### src/rtl/fifo_access_arbiter_pkg.sv
// fifo_arb_pkg: shared types, op encodings and pointer helper for the FIFO access arbiter
package fifo_arb_pkg;
  typedef enum logic [1:0] {IDLE, ISSUE, COOLDOWN} arb_state_t;
  localparam logic OP_READ = 1'b0;
  localparam logic OP_WRITE = 1'b1;
  localparam int PTR_W = 3;
  function automatic logic [PTR_W-1:0] ptr_inc(input logic [PTR_W-1:0] p, input int n);
    return (int'(p) >= n - 1) ? '0 : p + PTR_W'(1);
  endfunction
endpackage

### src/rtl/fifo_access_arbiter_if.sv
// fifo_access_arbiter_if: requester/flag side (master) and arbiter side (slave) of the shared FIFO access bus
interface fifo_access_arbiter_if #(
  parameter int NUM_REQ = 4,
  parameter int CNT_W = 4
);
  logic [NUM_REQ-1:0] req, wr_sel, grant;
  logic full, empty, wen, ren, ack, nack, busy, flag_err;
  logic [CNT_W-1:0] count;
  modport master (output req, wr_sel, full, empty, input wen, ren, grant, ack, nack, busy, count, flag_err);
  modport slave (input req, wr_sel, full, empty, output wen, ren, grant, ack, nack, busy, count, flag_err);
endinterface

### src/rtl/fifo_access_arbiter_rr_pick.sv
// rr_pick: combinational round-robin picker, first pending bit at or above ptr with wrap
module rr_pick
  import fifo_arb_pkg::*;
#(
  parameter int NUM_REQ = 4
) (
  input  logic [NUM_REQ-1:0] i_pending,
  input  logic [PTR_W-1:0]   i_ptr,
  output logic               o_valid,
  output logic [PTR_W-1:0]   o_winner
);
  logic [NUM_REQ-1:0] w_rot;
  assign w_rot = (i_pending >> i_ptr) | (i_pending << (NUM_REQ - int'(i_ptr)));
  assign o_valid = |i_pending;
  // scan downward so the lowest rotated offset (closest to ptr) is assigned last and wins
  always_comb begin
    o_winner = '0;
    for (int k = NUM_REQ - 1; k >= 0; k--)
      if (w_rot[k]) o_winner = PTR_W'((int'(i_ptr) + k) % NUM_REQ);
  end
endmodule

### src/rtl/fifo_access_arbiter.sv
// fifo_access_arbiter: edge-captured round-robin sharing of one FIFO's wen/ren with shadow occupancy check
module fifo_access_arbiter
  import fifo_arb_pkg::*;
#(
  parameter int NUM_REQ = 4,
  parameter int DEPTH = 8,
  parameter int CNT_W = 4
) (
  input logic clock,
  input logic resetn,
  fifo_access_arbiter_if.slave bus
);
  arb_state_t         r_state;
  logic [NUM_REQ-1:0] r_req_d, r_pending, r_op;
  logic [PTR_W-1:0]   r_ptr, r_win;
  logic [CNT_W-1:0]   r_count;
  logic               r_flag_err;
  logic               w_valid, w_issue, w_wr, w_wen, w_ren, w_at_full, w_at_zero;
  logic [PTR_W-1:0]   w_pick;
  logic [NUM_REQ-1:0] w_onehot, w_clr, w_take;

  rr_pick #(.NUM_REQ(NUM_REQ)) u_pick (
    .i_pending(r_pending),
    .i_ptr(r_ptr),
    .o_valid(w_valid),
    .o_winner(w_pick)
  );

  assign w_issue = r_state == ISSUE;
  assign w_onehot = NUM_REQ'(1) << r_win;
  assign w_wr = |(r_op & w_onehot);
  assign w_wen = w_issue & (w_wr == OP_WRITE) & ~bus.full;
  assign w_ren = w_issue & (w_wr == OP_READ) & ~bus.empty;
  assign w_at_full = r_count == CNT_W'(DEPTH);
  assign w_at_zero = r_count == '0;
  assign w_clr = w_issue ? w_onehot : '0;
  assign w_take = bus.req & ~r_req_d & (~r_pending | w_clr);

  assign bus.wen = w_wen;
  assign bus.ren = w_ren;
  assign bus.ack = w_wen | w_ren;
  assign bus.nack = w_issue & ~(w_wen | w_ren);
  assign bus.grant = w_issue ? w_onehot : '0;
  assign bus.busy = r_state != IDLE;
  assign bus.count = r_count;
  assign bus.flag_err = r_flag_err;

  // edge capture; req_d resets high so a req held through reset is not seen as a new edge
  always_ff @(posedge clock or negedge resetn) begin
    if (!resetn) begin
      r_req_d <= '1;
      r_pending <= '0;
      r_op <= '0;
    end else begin
      r_req_d <= bus.req;
      r_pending <= (r_pending & ~w_clr) | w_take;
      r_op <= (r_op & ~w_take) | (bus.wr_sel & w_take);
    end
  end

  // arbitration FSM: pick in IDLE, issue for one cycle, then one settle cycle for the flags
  always_ff @(posedge clock or negedge resetn) begin
    if (!resetn) begin
      r_state <= IDLE;
      r_win <= '0;
      r_ptr <= '0;
    end else begin
      case (r_state)
        IDLE: if (w_valid) begin
          r_win <= w_pick;
          r_state <= ISSUE;
        end
        ISSUE: begin
          r_ptr <= ptr_inc(r_win, NUM_REQ);
          r_state <= COOLDOWN;
        end
        default: r_state <= IDLE;
      endcase
    end
  end

  // shadow occupancy and sticky disagreement flag
  always_ff @(posedge clock or negedge resetn) begin
    if (!resetn) begin
      r_count <= '0;
      r_flag_err <= 1'b0;
    end else begin
      if (w_wen && !w_at_full) r_count <= r_count + CNT_W'(1);
      else if (w_ren && !w_at_zero) r_count <= r_count - CNT_W'(1);
      if (w_issue && ((bus.full != w_at_full) || (bus.empty != w_at_zero) || (w_wen && w_at_full) || (w_ren && w_at_zero)))
        r_flag_err <= 1'b1;
    end
  end
endmodule

### src/flat_wrapper.sv
// flat-port wrapper written by rule: the top's interface ports become plain ports
module fifo_access_arbiter_flat import fifo_arb_pkg::*;
#(
  parameter int NUM_REQ = 4,
  parameter int DEPTH = 8,
  parameter int CNT_W = 4
)
  (clock, resetn, bus_req, bus_wr_sel, bus_full, bus_empty, bus_wen, bus_ren, bus_grant, bus_ack, bus_nack, bus_busy, bus_count, bus_flag_err);
  fifo_access_arbiter_if #(.NUM_REQ(NUM_REQ), .CNT_W(CNT_W)) bus_i ();
  input logic clock;
  input logic resetn;
  input wire logic [$bits(bus_i.req)-1:0] bus_req;
  input wire logic [$bits(bus_i.wr_sel)-1:0] bus_wr_sel;
  input wire logic [$bits(bus_i.full)-1:0] bus_full;
  input wire logic [$bits(bus_i.empty)-1:0] bus_empty;
  output wire logic [$bits(bus_i.wen)-1:0] bus_wen;
  output wire logic [$bits(bus_i.ren)-1:0] bus_ren;
  output wire logic [$bits(bus_i.grant)-1:0] bus_grant;
  output wire logic [$bits(bus_i.ack)-1:0] bus_ack;
  output wire logic [$bits(bus_i.nack)-1:0] bus_nack;
  output wire logic [$bits(bus_i.busy)-1:0] bus_busy;
  output wire logic [$bits(bus_i.count)-1:0] bus_count;
  output wire logic [$bits(bus_i.flag_err)-1:0] bus_flag_err;
  assign bus_i.req = bus_req;
  assign bus_i.wr_sel = bus_wr_sel;
  assign bus_i.full = bus_full;
  assign bus_i.empty = bus_empty;
  assign bus_wen = bus_i.wen;
  assign bus_ren = bus_i.ren;
  assign bus_grant = bus_i.grant;
  assign bus_ack = bus_i.ack;
  assign bus_nack = bus_i.nack;
  assign bus_busy = bus_i.busy;
  assign bus_count = bus_i.count;
  assign bus_flag_err = bus_i.flag_err;
  fifo_access_arbiter #(.NUM_REQ(NUM_REQ), .DEPTH(DEPTH), .CNT_W(CNT_W)) u_core (.clock(clock), .resetn(resetn), .bus(bus_i));
endmodule
### config.mk
export PLATFORM = sky130hd
export DESIGN_NAME = fifo_access_arbiter_flat
export DESIGN_NICKNAME = d
export VERILOG_FILES = /design/src/rtl/fifo_access_arbiter_pkg.sv /design/src/rtl/fifo_access_arbiter_if.sv /design/src/rtl/fifo_access_arbiter_rr_pick.sv /design/src/rtl/fifo_access_arbiter.sv /design/src/flat_wrapper.sv
export SDC_FILE = /design/constraint.sdc
export NUM_CORES = 1
export LEC_CHECK = 0
export CAP_MARGIN = 10
export CORE_MARGIN = 5
export CORE_UTILIZATION = 56
export DETAILED_ROUTE_END_ITERATION = 8
export PLACE_DENSITY_LB_ADDON = 0.3
export SLEW_MARGIN = 20
export SYNTH_ARGS = -nofsm -noshare
export SYNTH_HDL_FRONTEND = slang
export SYNTH_SLANG_ARGS = --single-unit
export TNS_END_PERCENT = 10
### constraint.sdc
create_clock -name clock -period 5.3 [get_ports clock]
set_clock_uncertainty 0.1 [all_clocks]
set_input_delay 0.53 -clock clock [delete_from_list [all_inputs] [get_ports clock]]
set_output_delay 0.53 -clock clock [all_outputs]
set_load 0.05 [all_outputs]
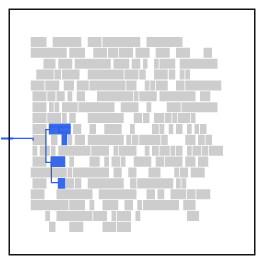
run_1/port_trees.png
Scale: 4 px per um.
- blue: bus_empty (bits 1; direction input; edge left; end cells 6; buffers 1; wire 34.5 um)
port buffer count: 25
top-level I/O count: 26

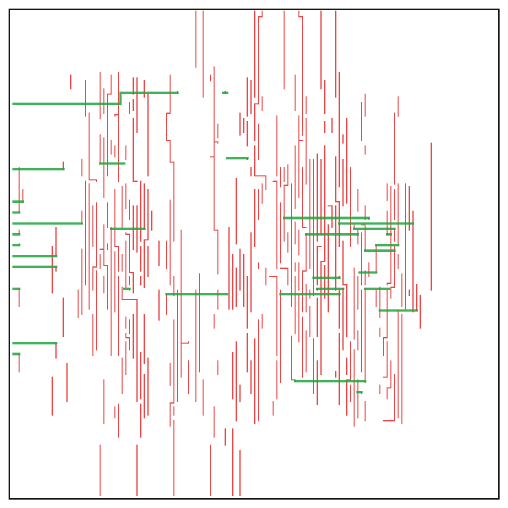
run_1/layers.png
Scale: 8 px per um. Only two layers are drawn.
- green: M3 (wire length 146 um)
- red: M2 (wire length 1580 um)
final routed wirelength across all metal layers: 3155 um
Routed WL per cell: 15.32 um
gr usage total: 0.1915
overall via count from detail_route: 1236

==> results_dict.tcl, run 1 <==
# metrics dict for downstream scripts
set metrics [dict create \
    outcome "completed" \
    min-delay-path-class "input port to asynchronous set/reset pin" \
    critical_path.startpoint "u_core.r_win[0]" \
    critPathMostFrequentCell "inv_1" \
    share_seq_of_total_power 0.306 \
    post_synth.cell_area_avg_um2 9.344 \
    detail_route.drc_violations 0 \
    switching_share 0.5151 \
    grt_start_max_net_pins 24 \
    cts_htree_levels 1 \
    worst_skew_pair.late_latency_ns 0.32 \
    total_number_of_placement_rows 18 \
    combPwrFrac 0.625 \
    final.min_clock_period_ns 3.318 \
    fin_worst_hold_slack_ns 0.05289 \
    tritoncts "yes" \
    area.share.sequential 0.3370 \
    final-max-slew-violation-count 0 \
    synth_nets 176 \
    detail_route.first_pass.iterations 4 \
    die_height_um 61.02 \
    cellPowerDensity_nw_per_um2 681.4 \
    synth_seq_share 0.3983 \
    setup.worst_path.end "bus_ren" \
    fin_tns_setup_ns 0 \
    ant_nets 0 \
    wire_length_of_the_first_global_routing_pass_um 5457 \
    clockBufferDepth 2 \
    floorplanUtilization 0.5884 \
    non_clock_buffering_overhead_in_the_final_layout 0.1423 \
    drt_first_iter_violations 88 \
    final.signal_buffer_count 25 \
    syn_inst 156 \
    clkPwrFrac 0.070 \
    reg2reg_slack_ns 2.52 \
    final_hold_viol_count 0 \
    final_standard_cell_count_with_taps_included_and_fillers_excluded 206 \
    ctsResizeCount 0 \
    via_per_instance_ratio 6.000 \
    tritoncts_num_sinks 23 \
    worstSetupPathDepth 7 \
    cp_data_required_time_ns 4.67 \
    timing_worst_slew_pin_value_ns 0.5354 \
    layout.nets 197 \
    intPower_mw 0.5692 \
    yosys-stat-area_um2 1458 \
    rsz_0062_raised_after_global_routing "false" \
    yosysCellCount 156 \
    dpl.cell_count 202 \
    crit_path_start_kind "register" \
    cp_data_arrival_time_ns 2.69 \
    detailed_place_hpwl_um 2374 \
    pre_cts_slack_ns 2.306 \
    stage_log_warnings 29 \
    comb_area_share 0.4568 \
    critical_path.max_stage_delay_ns 0.79 \
    yosys_register_bits 23 \
    initial_antenna_violation_count 0 \
    fill_cells 213 \
    layout_clock_buffer_count 3 \
    die_width_um 61.02 \
    critPathCaptureType "output pin" \
    worst-path-buf-inv 3 \
    max-slew-margin-rel 0.6430 \
    worstReg2RegStart "u_core.r_win[1]" \
    antenna_cells 0 \
    root_buffer "clkbuf_4" \
    num_tap_cells 30 \
    flop_area_um2 580.6 \
    cp_cell_sequence "inv_1 -> ha_1 -> a22oi_2 -> nand2_2 -> or3_1 -> inv_1 -> clkdlybuf4s50_1" \
    layout_worst_path_cycle_share 0.6260 \
    cts_inserted_buffers 3 \
    ys_types 43 \
    net-switching-power_mw 0.6047 \
    worst_setup_hold_path_clk_slew_ns 0.13 \
    largest_class "logic gates" \
    timing.rr.end "u_core.bus.count[3]" \
    gp_congestion 0.8192 \
    post_synth_instance_area_um2 1458 \
    drv_cap 0 \
    floorplan.die_area_um2 3723 \
    final_layout_size_suffix_gt1_frac 0.1080 \
    timing.critical_path.max_delay_family "buffers and inverters" \
    ir_drop_uv 630.9 \
    setup_viol 0 \
    final.signal_inverter_count 12 \
    grt_pass1_vias 1308 \
    logic_area_um2 787.0 \
    p_leak_nw 0.7508 \
    synth-warning-count 0 \
    critical_path.max_fanout 7 \
    postCtsSetupBuffers 0 \
    maxClockFrequency_ghz 0.3014 \
    timing_worst_setup_path_type "register to output pin" \
    area_share_clock_buf_inv 0.01598 \
    multiInputCombCellCount 112 \
    core_area_um2 2477 \
    overflow 0 \
    postLayoutSetupSlackWorst_ns 1.982 \
    area.growth.synth_to_final_pct 18.20 \
    holdBufCountCts 0 \
    sequential_cell_total 23 \
    worst_path_max_delay_cell "clkdlybuf4s50_1" \
    reg2reg_depth 9 \
]
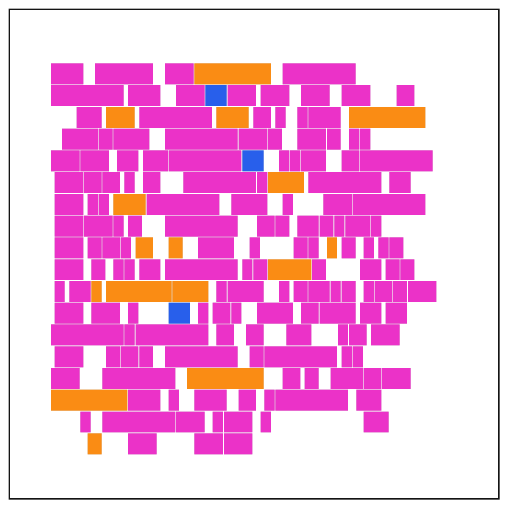
run_1/sizing.png
Scale: 8 px per um.
- blue: x3 and x4 (cells 3; share 1.7%; most used clkbuf_4)
- magenta: x1 and smaller (cells 157; share 89%; most used nand2_1)
- orange: x2 (cells 16; share 9.1%; most used dfstp_2)

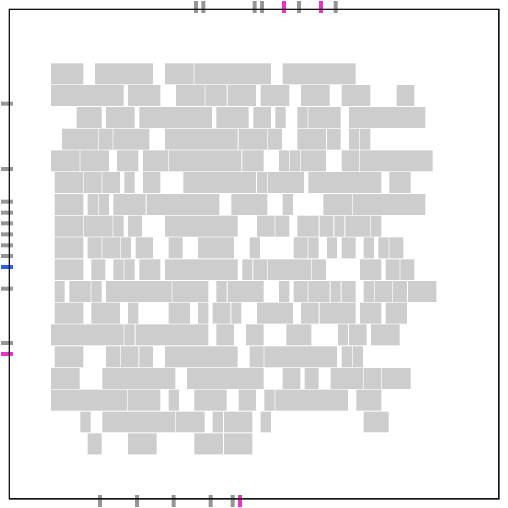
run_1/pinout.png
Scale: 8 px per um. Pins as bars across the die edge, other pins in grey.
- blue: bus_empty (pins 1; direction input; edge left)
- magenta: bus_grant (pins 4; direction output; edge 2 top, 1 left, 1 bottom)

## run 1: cell families (layout without fill, tap and decap cells)
family / Yosys count / in the layout / share of synthesized area
compound gates: 36 / 36 / 0.1708
fa+ha+maj: 8 / 8 / 0.07382
buf+inv: 21 / 41 / 0.06181
simple gates: 53 / 53 / 0.1794
xor+xnor: 2 / 2 / 0.01202
mux: 13 / 13 / 0.1039
flops: 23 / 23 / 0.3983
## run 1: per-stage QoR
stage	area [um^2]	util	power (mW)
finish	1723	0.6955	1.174
global route	1723	0.6955	1.264
CTS	1728	0.6975	1.173
detailed placement	1700	0.6864	1.086
global placement	1700	0.6864	1.054
floorplan	1458	-	0.9052
## run 1: cells in the mapped netlist
cell	n	area, um^2
nand2_1	25	93.84
dfrtp_1	19	475.5
a21oi_1	10	50.05
inv_1	10	37.54
ha_1	7	87.58
nand2b_1	7	43.79
buf_2	6	30.03
a211oi_1	5	37.54
mux2_1	5	56.30
mux2i_1	5	50.05
dfstp_2	4	105.1
nor2_1	4	15.01
o21ai_0	4	20.02
nand3_1	3	15.01
o21ai_1	3	15.01
or2_1	3	18.77
a21o_1	2	15.01
a22oi_2	2	25.02
clkbuf_1	2	7.510
inv_2	2	7.510
mux2_2	2	22.52
nor3_1	2	10.01
nor4_1	2	12.51
o221ai_1	2	17.52
or3_1	2	12.51
a2111oi_0	1	8.760
a221oi_1	1	8.760
a221oi_2	1	15.01
a2bb2oi_1	1	8.760
a31oi_1	1	6.260
and2_1	1	6.260
and3_1	1	6.260
buf_4	1	7.510
fa_1	1	20.02
mux4_2	1	22.52
nand2_2	1	6.260
nand4bb_1	1	11.26
nor3_2	1	10.01
o211ai_1	1	7.510
o21a_1	1	7.510
o22ai_1	1	6.260
xnor2_1	1	8.760
xor2_1	1	8.760
## run 1: power groups by stage
stage               Combinational [mW]  Clock (mW)  Sequential (mW)
floorplan                        0.550           0            0.355
global placement                 0.701           0            0.354
detailed placement               0.725           0            0.360
CTS                              0.731      0.0841            0.357
global route                     0.797      0.0915            0.375
finish                           0.733      0.0816            0.359
## run 1: routing by layer
layer	GRT usage	up-vias	share of wire
met5	0	-	0
met4	0.06192	0	0.020
met3	0.03774	9	0.046
met2	0.3293	47	0.50
met1	0.2416	596	0.43
li1	-	584	-
## run 1: cells in the final DEF, fill, tap and decap left out, types with 2 or more instances in the layout
cell type	Yosys	routed
nor2_1	4	4
inv_2	2	2
or2_1	3	3
a21oi_1	10	10
nor4_1	2	2
ha_1	7	7
dfstp_2	4	4
a21o_1	2	2
o21ai_0	4	4
clkbuf_4	0	3
mux2i_1	5	5
nand3_1	3	3
or3_1	2	2
o21ai_1	3	3
nand2b_1	7	7
mux2_2	2	2
clkdlybuf4s50_1	0	24
dfrtp_1	19	19
mux2_1	5	5
inv_1	10	10
o221ai_1	2	2
a22oi_2	2	2
a211oi_1	5	5
nand2_1	25	25
nor3_1	2	2
## run 1: worst reg2reg max path, cell delays in order, from the launching register on
cell and delay (ns):
dfrtp_1 0.42, inv_1 0.12, ha_1 0.20, a22oi_2 0.11, a211oi_1 0.48, nand2_1 0.21
ha_1 0.32, a21o_1 0.17, a21oi_1 0.19, mux4_2 0.32
==> run 2, diff against run 1 <==
--- a/config.mk
+++ b/config.mk
@@ -7,7 +7,7 @@
 export LEC_CHECK = 0
 export CAP_MARGIN = 10
 export CORE_MARGIN = 5
-export CORE_UTILIZATION = 56
+export CORE_UTILIZATION = 52
 export DETAILED_ROUTE_END_ITERATION = 8
 export PLACE_DENSITY_LB_ADDON = 0.3
 export SLEW_MARGIN = 20
==> constraint.sdc (replaced) <==
create_clock -name clock -period 3.2 [get_ports clock]
set_clock_uncertainty 0.1 [all_clocks]
set_input_delay 0.32 -clock clock [delete_from_list [all_inputs] [get_ports clock]]
set_output_delay 0.32 -clock clock [all_outputs]
set_load 0.05 [all_outputs]
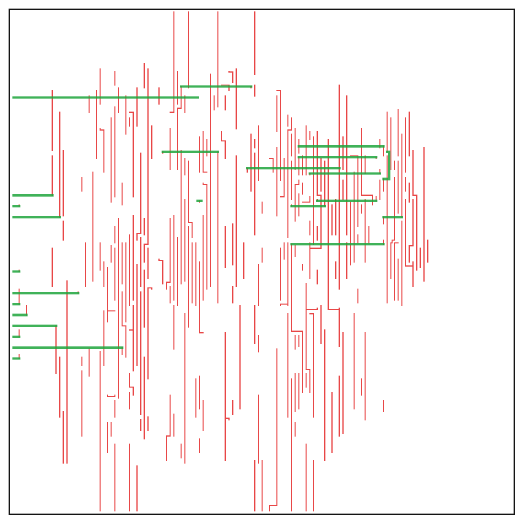
run_2/layers.png
Scale: 8 px per um. Only two layers are drawn.
- green: M3 (wire length 152 um)
- red: M2 (wire length 1610 um)
gr usage total: 0.1697
overall via count from detail_route: 1192
final routed wirelength across all metal layers: 3159 um
Routed WL per cell: 15.11 um

==> run 2 against run 1 <==
Cell count is 1.5% higher. Critical path depth did not move. Setup slack worse by 1.8 ns. Synthesized area stayed put. Flip-flop count is the same. Via count shrank 3.6%. Combinational power is 65% higher. Die size is 6.4% higher. Global-route usage shrank 2.2 points. Clock power is 61% higher. Core utilization is 5.0 points lower. Critical path type unchanged. Highest routed layer unchanged.
==> results_dict.tcl, run 2 <==
# metrics dict for downstream scripts
set metrics [dict create \
    cellPowerDensity_nw_per_um2 1104 \
    dpl.cell_count 204 \
    syn_inst 156 \
    cp_data_arrival_time_ns 2.57 \
    synth-adder-area-share 0.07382 \
    root_buffer "clkbuf_4" \
    totalPowerFinal_mw 1.930 \
    pre_cts_slack_ns 0.4570 \
    cts_htree_levels 1 \
    overflow 0 \
    mostFrequentLayoutCells "nand2_1 (25), clkdlybuf4s50_1 (23), dfrtp_1 (19)" \
    synth-warning-count 0 \
    post_synth_mux_area_share 0.1039 \
    timing.critical_path.max_delay_family "buffers and inverters" \
    ys_types 43 \
    synthTopLogicFamily "simple AND/OR/NAND/NOR gates" \
    net-switching-power_mw 0.9819 \
    logic_area_um2 792.0 \
    p_leak_nw 0.7749 \
    final_standard_cell_count_with_taps_included_and_fillers_excluded 209 \
    core_area_um2 2710 \
    post_synth_most_frequent_cells "nand2_1 (25), dfrtp_1 (19), a21oi_1 (10), inv_1 (10)" \
    synth_nets 176 \
    synth-simple-area-share 0.1794 \
    clockBufferDepth 2 \
    die_height_um 62.95 \
    maxClockFrequency_ghz 0.3346 \
    drv_cap 0 \
    via_per_instance_ratio 5.703 \
    postCtsSetupBuffers 0 \
    aoi_share 0.1708 \
    post-synth-top-area-cell "dfrtp_1" \
    netlist.area_leader.share 0.3262 \
    worst_path_max_delay_cell "clkdlybuf4s50_1" \
    floorplan.die_area_um2 3962 \
    total_number_of_placement_rows 19 \
    clkPwrFrac 0.068 \
    postLayoutSetupSlackWorst_ns 0.2114 \
    io_pins 26 \
    post_synth_instance_area_um2 1458 \
    worst_skew_pair.late_latency_ns 0.30 \
    design_area_um2 1748 \
    detailed_place_hpwl_um 2425 \
    detail_route.first_pass.iterations 4 \
    yosys-top-cells-area "dfrtp_1 (33%), dfstp_2 (7.2%), nand2_1 (6.4%)" \
    dpl-instance-area_um2 1714 \
    cp_data_required_time_ns 2.78 \
    share_seq_of_total_power 0.305 \
    critPathCaptureType "output pin" \
    grt_pass1_vias 1257 \
    final_hold_viol_count 0 \
    outcome "completed" \
    grt_start_max_net_pins 23 \
    reg2reg_slack_ns 0.50 \
    initial_antenna_violation_count 0 \
    layout.nets 199 \
    timing_worst_slew_pin_value_ns 0.5111 \
    crit_path_start_kind "register" \
    critical_path.max_fanout 7 \
    gp_congestion 0.8912 \
    combPwrFrac 0.627 \
    cts_inserted_buffers 3 \
    post_synth.cell_area_avg_um2 9.344 \
    finalCoreUtilization 0.6450 \
    rsz_0062_raised_after_global_routing "false" \
    antenna_cells 0 \
    intPower_mw 0.9484 \
    setup_viol 0 \
    timing_worst_setup_path_type "register to output pin" \
    ant_nets 0 \
    drt_first_iter_violations 94 \
    worst_setup_hold_path_clk_slew_ns 0.12 \
    number_of_synthesized_flops_with_an_enable_pin 0 \
    tritoncts "yes" \
    yosysCellCount 156 \
    ir_drop_uv 819.8 \
    synth-async-reset-ratio 1.000 \
    worst-path-buf-inv 2 \
    synthMostInstantiatedCell "nand2_1" \
    fill_cells 223 \
    yosys.area_share.xor_xnor 0.01202 \
    switching_share 0.5087 \
    io_buffer_count 25 \
    min-delay-path-class "input port to register" \
    stage_log_warnings 29 \
    area.growth.synth_to_final_pct 19.91 \
    final.min_clock_period_ns 2.989 \
    final_common_cell "nand2_1" \
    die_width_um 62.95 \
    synth_seq_share 0.3983 \
    yosys-stat-area_um2 1458 \
    tritoncts_num_sinks 23 \
    fin_tns_setup_ns 0 \
    critical_path.max_stage_delay_ns 0.80 \
    yosys_register_bits 23 \
    flop_area_um2 580.6 \
    synthFlopType "dfrtp_1" \
    floorplanUtilization 0.5379 \
    max-slew-margin-rel 0.6593 \
    wire_length_of_the_first_global_routing_pass_um 5602 \
    final_layout_size_suffix_gt1_frac 0.1124 \
    detail_route.drc_violations 0 \
    cp_cell_sequence "inv_1 -> ha_1 -> a22oi_2 -> nand2_2 -> mux2i_1 -> and2_1 -> clkdlybuf4s50_1" \
    layout_worst_path_cycle_share 0.9339 \
    fin_worst_hold_slack_ns 0.3381 \
    final-max-slew-violation-count 0 \
]
==> run 2: cells by family after synthesis <==
| group | after synthesis |
|---|---|
| AOI/OAI and AO/OA | 36 |
| xor gates and xnor gates | 2 |
| adders and majority gates | 8 |
| buffers and inverters | 21 |
| DFF | 23 |
| muxes | 13 |
| and+or+nand+nor | 53 |
==> run 2: timing repair <==
| action | 4_1_cts | 5_1_grt |
|---|---|---|
| hold buffers | 0 | 1 |
| setup endpoints to repair | 0 | 1 |
| hold endpoints to repair | 0 | 19 |
| resized | 0 | 1 |
==> run 2: routing by layer <==
| layer | vias up | wire, um | GRT usage |
|---|---|---|---|
| met1 | 563 | 1389 | 0.2207 |
| met4 | 0 | 12 | 0.05040 |
| met2 | 37 | 1605 | 0.2872 |
| met3 | 2 | 151 | 0.02698 |
| li1 | 590 | - | - |
| met5 | - | 0 | 0 |
==> run 2: power groups by stage <==
stage / Sequential (mW) / Combinational [mW] / Clock, mW
after floorplan: 0.587 / 0.916 / 0
after detailed placement: 0.594 / 1.20 / 0
final: 0.589 / 1.21 / 0.131
after CTS: 0.588 / 1.21 / 0.137
after global routing: 0.615 / 1.32 / 0.150
after global placement: 0.587 / 1.16 / 0
==> run 2: final timing paths <==
path	from	end	cells after the start
max in group asynchronous	resetn	u_core.r_req_d[2]	3
min reg2reg	u_core.bus.flag_err	u_core.bus.flag_err	1
max	u_core.r_win[0]	bus_ack	7
max reg2reg	u_core.r_ptr[0]	u_core.r_win[0]	7
min	bus_req[3]	u_core.r_req_d[3]	1
min in group asynchronous	resetn	u_core.r_win[1]	2
==> run 2: final cells by class <==
cell class	count	share of cell area
Timing Repair Buffer	27	0.1518
Multi-Input combinational cell	112	0.4531
Tap cell	31	0.02219
Inverter	12	0.02577
Clock buffer	4	0.01503
Sequential cell	23	0.3321
==> run 2: worst register-to-register path, stage by stage, from the launching register on <==
cell	delay (ns)
dfrtp_1	0.68
inv_2	0.13
ha_1	0.48
mux2i_1	0.32
o221ai_1	0.23
a211oi_1	0.33
a2111oi_0	0.12
a211oi_1	0.22
Power figures rest on the tool's default switching activity, not on a simulated workload.
